===== config.mk =====
export PLATFORM = sky130hd
export DESIGN_NAME = operand_stack
export DESIGN_NICKNAME = d
export VERILOG_FILES = /design/src/rtl/stack_pkg.sv /design/src/rtl/stack_ram.sv /design/src/rtl/operand_stack.sv
export SDC_FILE = /design/constraint.sdc
export NUM_CORES = 1
export LEC_CHECK = 0
export CAP_MARGIN = 20
export CORE_MARGIN = 3
export CORE_UTILIZATION = 40
export CTS_CLUSTER_SIZE = 10
export DETAILED_ROUTE_END_ITERATION = 10
export GPL_ROUTABILITY_DRIVEN = 0
export SLEW_MARGIN = 15
export SYNTH_ARGS = -nofsm -noshare
export SYNTH_HDL_FRONTEND = slang
export SYNTH_SLANG_ARGS = --single-unit

===== constraint.sdc =====
create_clock -name clockSignal -period 5.2 [get_ports clockSignal]
set_input_delay 1.04 -clock clockSignal [delete_from_list [all_inputs] [get_ports clockSignal]]
set_output_delay 1.04 -clock clockSignal [all_outputs]
set_load 0.01 [all_outputs]

===== src/rtl/stack_pkg.sv =====
// stack_pkg: shared defaults and FSM state encoding for the operand stack
package stack_pkg;
  localparam int DEF_WIDTH = 8;
  localparam int DEF_DEPTH = 16;
  typedef enum logic [1:0] {EMPTY, PARTIAL, FULL} state_t;
endpackage


===== src/rtl/stack_ram.sv =====
// stack_ram: DEPTH x WIDTH storage, synchronous write, asynchronous read
module stack_ram
  import stack_pkg::*;
#(
  parameter int WIDTH = DEF_WIDTH,
  parameter int DEPTH = DEF_DEPTH
) (
  input  logic                     clockSignal,
  input  logic                     we,
  input  logic [$clog2(DEPTH)-1:0] waddr,
  input  logic [WIDTH-1:0]         wdata,
  input  logic [$clog2(DEPTH)-1:0] raddr,
  output logic [WIDTH-1:0]         rdata
);
  logic [WIDTH-1:0] mem [DEPTH];
  always_ff @(posedge clockSignal) if (we) mem[waddr] <= wdata;
  assign rdata = mem[raddr];
endmodule


===== src/rtl/operand_stack.sv =====
// operand_stack: LIFO with push/pop/replace-top, registered pop result and sticky flags
module operand_stack
  import stack_pkg::*;
#(
  parameter int WIDTH = DEF_WIDTH,
  parameter int DEPTH = DEF_DEPTH
) (
  input  logic                   clockSignal,
  input  logic                   reset,
  input  logic                   psh,
  input  logic                   pop,
  input  logic [WIDTH-1:0]       i,
  output logic [WIDTH-1:0]       o,
  output logic                   popDone,
  output logic [WIDTH-1:0]       top,
  output logic [$clog2(DEPTH):0] count,
  output logic                   empty,
  output logic                   full,
  output logic                   ovf,
  output logic                   unf
);
  localparam int AW = $clog2(DEPTH);
  localparam int CW = AW + 1;
  state_t state, state_nxt;
  logic do_pop, push_ok, pop_ok, repl, we;
  logic [AW-1:0] top_idx, waddr;
  logic [WIDTH-1:0] rdata;
  // push+pop on an empty stack degrades to a plain push
  assign do_pop  = pop & ~psh;
  assign push_ok = psh & (~pop | empty) & ~full;
  assign pop_ok  = do_pop & ~empty;
  assign repl    = psh & pop & ~empty;
  assign top_idx = count[AW-1:0] - AW'(1);
  assign waddr   = repl ? top_idx : count[AW-1:0];
  assign we      = ~reset & (push_ok | repl);
  assign top     = empty ? '0 : rdata;
  stack_ram #(.WIDTH(WIDTH), .DEPTH(DEPTH)) u_ram (
    .clockSignal(clockSignal),
    .we(we),
    .waddr(waddr),
    .wdata(i),
    .raddr(top_idx),
    .rdata(rdata)
  );
  always_ff @(posedge clockSignal) state <= reset ? EMPTY : state_nxt;
  always_comb begin
    state_nxt = state == EMPTY ? (push_ok ? PARTIAL : EMPTY)
              : state == FULL  ? (pop_ok ? PARTIAL : FULL)
              : (push_ok && count == CW'(DEPTH - 1)) ? FULL
              : (pop_ok && count == CW'(1)) ? EMPTY : PARTIAL;
  end
  always_comb begin
    empty = state == EMPTY;
    full  = state == FULL;
  end
  always_ff @(posedge clockSignal) begin
    if (reset) begin
      count   <= '0;
      o       <= '0;
      popDone <= 1'b0;
      ovf     <= 1'b0;
      unf     <= 1'b0;
    end else begin
      count   <= count + CW'(push_ok) - CW'(pop_ok);
      o       <= (pop_ok | repl) ? rdata : do_pop ? '0 : o;
      popDone <= do_pop | repl;
      ovf     <= ovf | (psh & ~pop & full);
      unf     <= unf | (do_pop & empty);
    end
  end
endmodule


Figure 1. Placement density heat map.
(3 px per um) 13 x 13 tiles, from dark blue (low) to red (high), 0 to 100% covered.
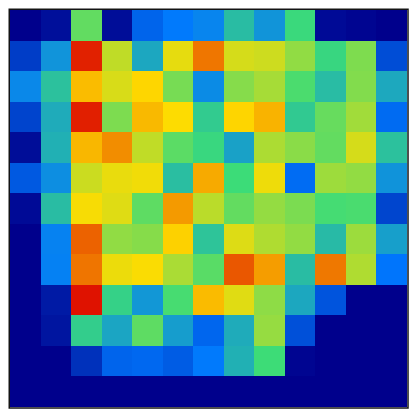
densest ninth of the die	middle
emptiest ninth of the die	bottom right
tiles over 75% full	12%

Figure 2. Metal 4.
(3 px per um) Supply wires on this layer in grey.
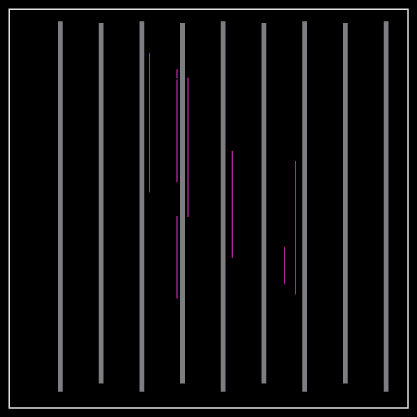
wire length on this layer	248 um
longest straight run	46.2 um
nets with wire on the layer	5
main direction	vertical
share of all routed wire	1.8%

Figure 3. Clock network drawn from the DEF.
(3 px per um)
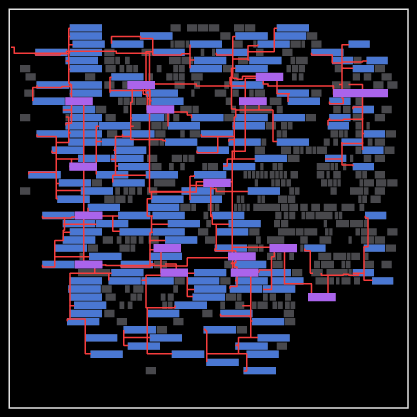
[clock wires] red | length: 1710 um
[clock-net drivers] purple | count: 17
[flip-flops] blue | count: 146
flops lie	widely spread

==> flow_summary.json <==
{
  "status": "completed",
  "yosysTopAreaCellShare": 0.601,
  "fp_util": 0.414,
  "post_cts_resized": 0,
  "power.share.switching": 0.305,
  "final_nets": 519,
  "comb_area_share": 0.267,
  "synth_cell_types": 43,
  "warning_count": 32,
  "top_cells_by_count": "edfxtp_1, nand3_1, mux2i_1",
  "pre_cts_ws_ns": 0.998,
  "synth_warnings": 0,
  "dp.cells": 686,
  "ys_top_cells_by_area": "edfxtp_1, mux2i_1, dfxtp_1, nand3_1, ha_1",
  "hold_viol_final": 0,
  "setup_viol": 0,
  "fin_area_mm2": 0.00749,
  "hold_class": "flop to flop",
  "max_stage_delay_ns": 0.63,
  "syn_nets": 487,
  "signal_buffer_area_fraction": 0.0551,
  "fin_hold_ws_ns": 0.453,
  "tightest_slew_ns": 1.08,
  "buffers": 41,
  "vias": 3789,
  "grt_pass1_vias": 3720,
  "clock-sinks": 146,
  "grt.met2_usage": 0.253,
  "yosysCellCount": 462,
  "edf_count": 128,
  "period_minus_slack_ns": 4.66,
  "antenna_cells": 0,
  "wl_met3_um": 864,
  "p_switching_mw": 1.07,
  "cpLargestDelayFamily": "buffers and inverters",
  "antenna_left": 0,
  "logic_gate_count": 280,
  "die_h_um": 132,
  "met1_length_um": 6390,
  "netlist_area_mm2": 0.00639,
  "p_int_mw": 2.44,
  "syn2layout_area_growth_pct": 17.1,
  "synthArstFlopShare": 0,
  "post-cts-setup-buffers": 0,
  "tap_cells": 211,
  "grt_antenna_before_repair": 0,
  "clk_latency_ns": 0.42,
  "arrival_ns": 3.62,
  "report.final.slew_viol_count": 0,
  "grt_use_met3": 0.0441,
  "power_mw": 3.52,
  "grt_start_max_net_pins": 44,
  "powerDensity_mw_per_mm2": 470,
  "critPathBufInv": 3,
  "clk_path_buf_depth": 2,
  "ctsHtreeMaxLevel": 4,
  "seq_area_mm2": 0.00420,
  "yosysSeqAreaShare": 0.658,
  "coreArea_mm2": 0.0154,
  "drt_iter0_drc": 331,
  "grt_pass1_wl_um": 22000,
  "slew_headroom": 0.279,
  "dp_hpwl_um": 8800,
  "path_class": "flop to primary output",
  "logic_area_mm2": 0.00200,
  "seq_share": 0.561,
  "n_all_inverters": 8,
  "vias_per_cell": 5.28,
  "rsz0062_at_grt": "false",
  "fmax_ghz": 0.215,
  "yosys-stat-area_mm2": 0.00639,
  "root_buffer": "clkbuf_16",
  "synthMostInstantiatedCell": "edfxtp_1",
  "numCtsBuffers": 17,
  "leakagePower_nw": 2.58,
  "setup_ws_ns": 0.543,
  "maxCapViolCount": 0,
  "grt_overflow_total": 0,
  "cp_data_required_time_ns": 4.16,
  "firstDrtPassIters": 5,
  "routed_wl_um": 14000,
  "numSynthFlops": 146,
  "top_layer": "met4",
  "post-route-drc-count": 0,
  "synthFlopType": "edfxtp_1",
  "postPlaceCellArea_mm2": 0.00691,
  "crit_chain": "inv_2 -> ha_4 -> buf_12 -> mux2i_1 -> nand3_1 -> nand4_1 -> mux2_2 -> nor2_1 -> clkdlybuf4s50_1",
  "clk_pin_slew_worst_paths_ns": 0.06,
  "crit_path_top_delay_cell": "ha_4",
  "start_kind": "flop",
  "fillers": 1347,
  "die_area_mm2": 0.0175,
  "seq_power_share": 0.387,
  "top_area_cell": "edfxtp_1",
  "flops": 146,
  "fin_worst_skew_ns": 0.00846,
  "met2_length_um": 6450,
  "dieWidth_um": 132,
  "crit_fanout": 35,
  "num-clock-buffers": 17,
  "avgRoutedWirePerCell_um": 19.4,
  "finalNonFillerCells": 718,
  "syn_avg_cell_area_um2": 13.8,
  "row_count": 45,
  "cts_tree": "built",
  "fin_util": 0.485,
  "ir_drop_mv": 0.257,
  "end_kind": "primary output",
  "drive_above_1_share": 0.101,
  "clock_cell_area_share": 0.0777,
  "largest_class": "flip-flops and latches",
  "fin_tns_setup_ns": 0,
  "ctsHoldBuffers": 0,
  "pwr-share-comb": 0.274,
  "syn_inst": 462,
  "post-route-period-util": 0.896,
  "power_frac_clock": 0.339
}
Figure 4. Routing congestion map.
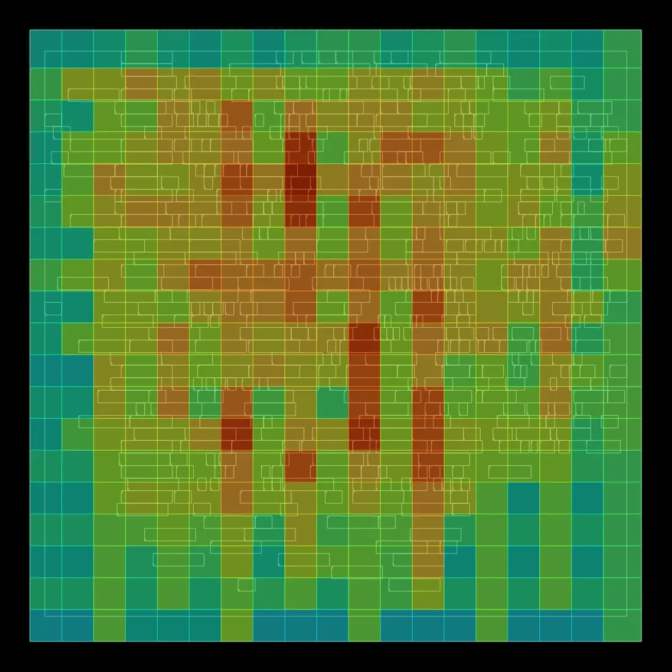
gr usage total: 0.165
met1 usage: 0.230
gr busiest metal: met2

Figure 5. Nets reached from selected ports.
(2 px per um)
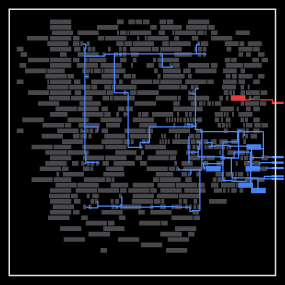
port	colour	bits	direction	end cells	buffers	wire
count	blue	5	output	5	6	765 um
popDone	red	1	output	1	1	13.5 um
total I/O pin count: 38
Port Buffer Count: 37

[cells in the final DEF, fill, tap and decap left out, types with 6 or more instances in the layout]
cell,synthesis,layout
a21o_1,8,8
a21oi_1,8,8
clkbuf_16,0,17
clkdlybuf4s50_1,0,37
dfxtp_1,18,18
edfxtp_1,128,128
ha_1,12,11
inv_1,7,7
mux2_2,8,8
mux2i_1,64,64
nand2_1,6,6
nand3_1,70,70
nand4_1,16,16
nor2_1,39,39
nor2b_1,6,6
o22ai_1,8,8
[power by group through the flow]
stage / sequential (mW) / combinational [mW] / clock, mW
after floorplan: 1.39 / 0.692 / 0
after global placement: 1.39 / 0.957 / 0
after detailed placement: 1.39 / 0.967 / 0
after CTS: 1.36 / 0.972 / 1.22
after global routing: 1.37 / 1.05 / 1.26
final: 1.36 / 0.963 / 1.19
[final timing paths]
| path | startpoint | endpoint | slack, ns | cells after the start |
|---|---|---|---|---|
| setup / recovery | count[0] | top[7] | 0.54 | 9 |
| hold / removal | o[1] | o[1] | 0.45 | 1 |
| setup reg to reg | count[2] | u_ram.mem[11][0] | 1.76 | 7 |
| hold reg to reg | o[1] | o[1] | 0.45 | 1 |
[state kept, by name (all words and copies together), names as in the netlist]
signal	count
u_ram.mem	128
o	8
count	5
popDone	1
state	2
ovf	1
unf	1
[kinds of logic (layout without fill, tap and decap cells)]
group                    Yosys count  after routing  synth area share
AND/OR/NAND/NOR                  147            147             0.112
flip-flops                       146            146             0.658
multiplexers                      72             72             0.114
AND-OR/OR-AND                     41             41            0.0442
buffers and inverters             36             81            0.0333
adder cells (fa/ha/maj)           13             13            0.0266
XOR/XNOR                           7              7            0.0119
Power and IR drop assume default switching activity.
